$ cat src/rtl/mda_pwm_capture.sv
// PWM capture: measures period and high time of pwm_in in clk cycles, with loss-of-signal timeout.
// Define MDA_PWM_CAPTURE_FILTER_EN to insert a FILTER_LEN-sample glitch filter ahead of edge detection.
module mda_pwm_capture #(
   parameter logic [15:0] TIMEOUT_CYCLES = 16'hFFFF,
   parameter int unsigned FILTER_LEN     = 4
) (
   input  logic        clk,
   input  logic        reset_n,
   input  logic        pwm_in,
   output logic [15:0] period,
   output logic [15:0] duty_cycle,
   output logic        valid,
   output logic        timeout,
   output logic        stuck_level
);

   typedef enum logic [1:0] {
      IDLE,
      ARMED,
      LOW_WAIT,
      HIGH
   } state_t;

   state_t      state_q;
   logic        s1_q, s2_q, s3_q;
   logic        lvl;
   logic        rise, fall, hit;
   logic [15:0] cnt_q, cnt_d;
   logic [15:0] high_cnt_q;
   logic [15:0] period_q, duty_q;
   logic        valid_q, timeout_q, stuck_q;

   if (TIMEOUT_CYCLES < 16'd2) begin : g_bad_timeout
      $error("mda_pwm_capture: TIMEOUT_CYCLES must be in 2..65535");
   end
   if (FILTER_LEN < 1 || FILTER_LEN > 15) begin : g_bad_filter
      $error("mda_pwm_capture: FILTER_LEN must be in 1..15");
   end

   always_ff @(posedge clk or negedge reset_n) begin
      if (!reset_n) begin
         s1_q <= 1'b0;
         s2_q <= 1'b0;
         s3_q <= 1'b0;
      end else begin
         s1_q <= pwm_in;
         s2_q <= s1_q;
         s3_q <= lvl;
      end
   end

`ifdef MDA_PWM_CAPTURE_FILTER_EN
   localparam logic [3:0] FLT_MAX = 4'(FILTER_LEN - 1);

   logic       filt_q;
   logic [3:0] fcnt_q;

   // Filtered level follows s2 only after FILTER_LEN consecutive differing samples.
   always_ff @(posedge clk or negedge reset_n) begin
      if (!reset_n) begin
         filt_q <= 1'b0;
         fcnt_q <= '0;
      end else if (s2_q == filt_q) begin
         fcnt_q <= '0;
      end else if (fcnt_q == FLT_MAX) begin
         filt_q <= s2_q;
         fcnt_q <= '0;
      end else begin
         fcnt_q <= fcnt_q + 4'd1;
      end
   end

   assign lvl = filt_q;
`else
   assign lvl = s2_q;
`endif

   assign rise = lvl & ~s3_q;
   assign fall = ~lvl & s3_q;

   // An edge on the threshold cycle takes precedence over the timeout.
   assign hit = (cnt_q == TIMEOUT_CYCLES) && !rise && !fall &&
                !(state_q == IDLE && timeout_q);

   always_comb begin
      cnt_d = cnt_q;
      if (rise) begin
         cnt_d = 16'd1;
      end else if (state_q == IDLE && timeout_q) begin
         cnt_d = cnt_q;
      end else if (cnt_q != 16'hFFFF) begin
         cnt_d = cnt_q + 16'd1;
      end
   end

   always_ff @(posedge clk or negedge reset_n) begin
      if (!reset_n) begin
         state_q    <= IDLE;
         cnt_q      <= '0;
         high_cnt_q <= '0;
         period_q   <= '0;
         duty_q     <= '0;
         valid_q    <= 1'b0;
         timeout_q  <= 1'b0;
         stuck_q    <= 1'b0;
      end else begin
         cnt_q   <= cnt_d;
         valid_q <= 1'b0;
         if (hit) begin
            period_q  <= '0;
            duty_q    <= '0;
            timeout_q <= 1'b1;
            stuck_q   <= s2_q;
            state_q   <= IDLE;
         end else begin
            case (state_q)
               IDLE: begin
                  if (rise) state_q <= ARMED;
               end
               ARMED: begin
                  if (fall) begin
                     high_cnt_q <= cnt_q;
                     state_q    <= LOW_WAIT;
                  end
               end
               LOW_WAIT: begin
                  if (rise) begin
                     period_q  <= cnt_q;
                     duty_q    <= high_cnt_q;
                     valid_q   <= 1'b1;
                     timeout_q <= 1'b0;
                     state_q   <= HIGH;
                  end
               end
               HIGH: begin
                  if (fall) begin
                     high_cnt_q <= cnt_q;
                     state_q    <= LOW_WAIT;
                  end else if (rise) begin
                     state_q <= ARMED;
                  end
               end
               default: state_q <= IDLE;
            endcase
         end
      end
   end

   assign period      = period_q;
   assign duty_cycle  = duty_q;
   assign valid       = valid_q;
   assign timeout     = timeout_q;
   assign stuck_level = stuck_q;

endmodule
$ cat config.mk
export PLATFORM = sky130hd
export DESIGN_NAME = mda_pwm_capture
export DESIGN_NICKNAME = d
export VERILOG_FILES = /design/src/rtl/mda_pwm_capture.sv
export SDC_FILE = /design/constraint.sdc
export NUM_CORES = 1
export LEC_CHECK = 0
export ABC_AREA = 1
export CAP_MARGIN = 0
export CORE_UTILIZATION = 55
export DETAILED_ROUTE_END_ITERATION = 10
export DONT_BUFFER_PORTS = 1
export PLACE_DENSITY_LB_ADDON = 0.08
export SKIP_LAST_GASP = 1
export SLEW_MARGIN = 20
export SYNTH_ARGS = -nofsm -noshare
export SYNTH_HDL_FRONTEND = slang
export SYNTH_SLANG_ARGS = --single-unit
export TNS_END_PERCENT = 1
$ cat constraint.sdc
create_clock -name clk -period 2.2 [get_ports clk]
set_input_delay 0.44 -clock clk [delete_from_list [all_inputs] [get_ports clk]]
set_output_delay 0.44 -clock clk [all_outputs]
set_load 0.01 [all_outputs]
==> impl_metrics.csv <==
group,metric,value,unit
yosys,syn_inst,379,
timing,holdWs,0.122,ns
layout,layout-drive-gt1-share,17.3,%
layout,diodes,0,
status,status,"completed",
critical_path,startpoint,"cnt_q[1]",
floorplanning,initCoreUtil,57.1,%
critical_path,crit_slowest_cell,"nor2_2",
layout,final_cells,462,
global_route,gr-usage-met2,34.5,%
global_route,track_usage,23.3,%
critical_path,cp_max_fo,16,
worst_hold_path,worstHoldStart,"pwm_in",
timing,setup_viol,0,
route,wl_met1,3.28,mm
route,ant_nets,0,
timing,rsz0062_at_grt,"false",
critical_path,max_stage_delay,0.45,ns
cts,cts_hold_buf,2,
placement,gp_congestion,0.893,
critical_path,worstReg2RegStart,"cnt_q[1]",
pwr,swShare,27.7,%
yosys,synth.distinct_cells,27,
timing,min_period,1.87,ns
timing,clock_skew,0.00836,ns
placement,hpwl,4.34,mm
worst_hold_path,worstHoldPathType,"in -> reg",
pwr,peakVddDrop,0.454,mV
pwr,p_per_area,899,nW/µm²
timing,setup_ws,0.331,ns
global_route,use_met3,5.34,%
critical_path,ff2ff_setup_slack,0.33,ns
timing,post-route-period-util,85.0,%
worst_hold_path,whs_endpoint,"s1_q",
critical_path,path_buffers,1,
cts,cts.sinks,72,
timing,slew_violations,0,
cts,numCtsBuffers,9,
cts,htreeDepth,3,
global_route,grt.met1_usage,32.2,%
route,wire_per_inst,14.2,µm
layout,final_common_cell,"nand2_1",
pwr,p_int,0.00243,W
critical_path,cp-start-kind,"flop",
yosys,synthArstFlopShare,100,%
job,maxCapViolCount,0,
pwr,clkPwrFrac,37.4,%
layout,layout_top_cells,"nand2_1, dfrtp_1, nand3_2",
floorplanning,die_h,80.7,µm
worst_hold_path,min_path_cells,0,
final cells by class:
| type | count | area (µm²) |
|---|---|---|
| inverters | 27 | 101 |
| clock inverters | 5 | 104 |
| multi-input cells | 265 | 1410 |
| well taps | 75 | 93.8 |
| fillers | 501 | 2210 |
| repair buffers | 7 | 87.6 |
| flip-flops and latches | 72 | 1800 |
| clock buffers | 11 | 141 |
sequential cells by signal (all words and copies together), names as in the netlist:
| name | flops |
|---|---|
| timeout | 1 |
| s3_q | 1 |
| state_q | 2 |
| period | 16 |
| stuck_level | 1 |
| high_cnt_q | 16 |
| s1_q | 1 |
| lvl | 1 |
| valid | 1 |
| duty_cycle | 16 |
| cnt_q | 16 |
cell usage after synthesis, types with 3 or more instances:
master / n
inv_1: 24
inv_2: 3
nand3_2: 27
nand4_1: 5
buf_6: 3
nand2_2: 4
o21ai_1: 13
clkbuf_1: 4
xor2_1: 6
nand2_1: 127
buf_2: 7
nor2_1: 25
o21ai_0: 18
dfrtp_1: 72
nand3_1: 25
kinds of logic (layout without fill, tap and decap cells):
group | Yosys count | count (layout) | share of synthesized area [%]
AND-OR/OR-AND | 33 | 33 | 5.33
XOR/XNOR | 7 | 7 | 1.80
adder cells (fa/ha/maj) | 1 | 1 | 0.368
buffers and inverters | 42 | 50 | 5.66
flip-flops | 72 | 72 | 52.9
multiplexers | 2 | 2 | 0.662
AND/OR/NAND/NOR | 222 | 222 | 33.2
power by group through the flow:
stage / clock network [W] / registers (W) / logic (W)
after floorplan: 0 / 0.00165 / 0.000344
after global placement: 0 / 0.00168 / 0.000412
after detailed placement: 0 / 0.00169 / 0.000425
after CTS: 0.00130 / 0.00166 / 0.000459
after global routing: 0.00136 / 0.00169 / 0.000523
final: 0.00126 / 0.00166 / 0.000447
Placement density heat map:
8 x 8 tiles, from white (low) to dark blue (high), 0 to 100% covered.
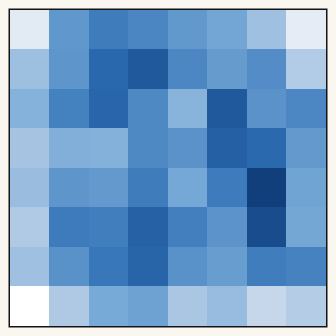
nearly empty tiles: 1.6%
tiles over 75% full: 16%
fullest tile: 94%
mean over tiles: 56%

Signal wires on met3:
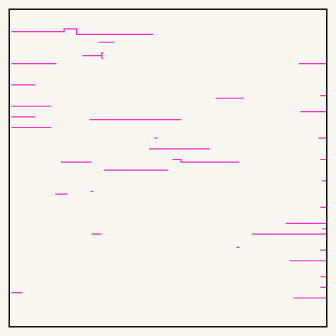
longest straight run: 23.0 µm
share of all routed wire: 3.9%

Cell outlines without signal wires:
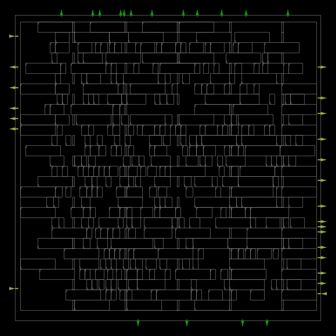
n_taps: 75
cell row count: 28

Clock wires, drivers and flops:
Scale bar: 20 µm.
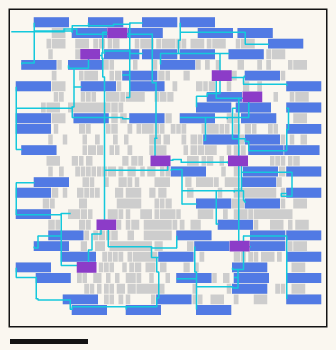
[blue] flip-flops | count: 72
[purple] clock-net drivers | count: 9
[cyan] clock wires | length: 859 µm
routed clock nets: 10

Pin placement:
Pins as bars across the die edge, other pins in grey.
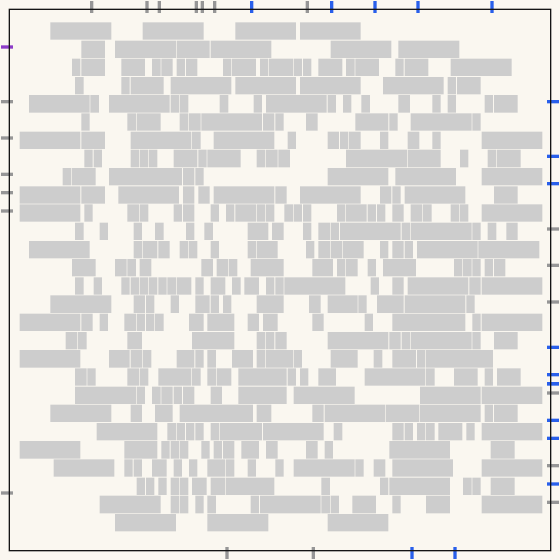
| colour | port | pins | direction | edge |
|---|---|---|---|---|
| blue | duty_cycle | 16 | output | 9 right, 5 top, 2 bottom |
| purple | clk | 1 | input | left |
all pins by edge: 15 right, 12 top, 7 left, 4 bottom

No activity file was given, so power comes from the tool's default toggle rates.
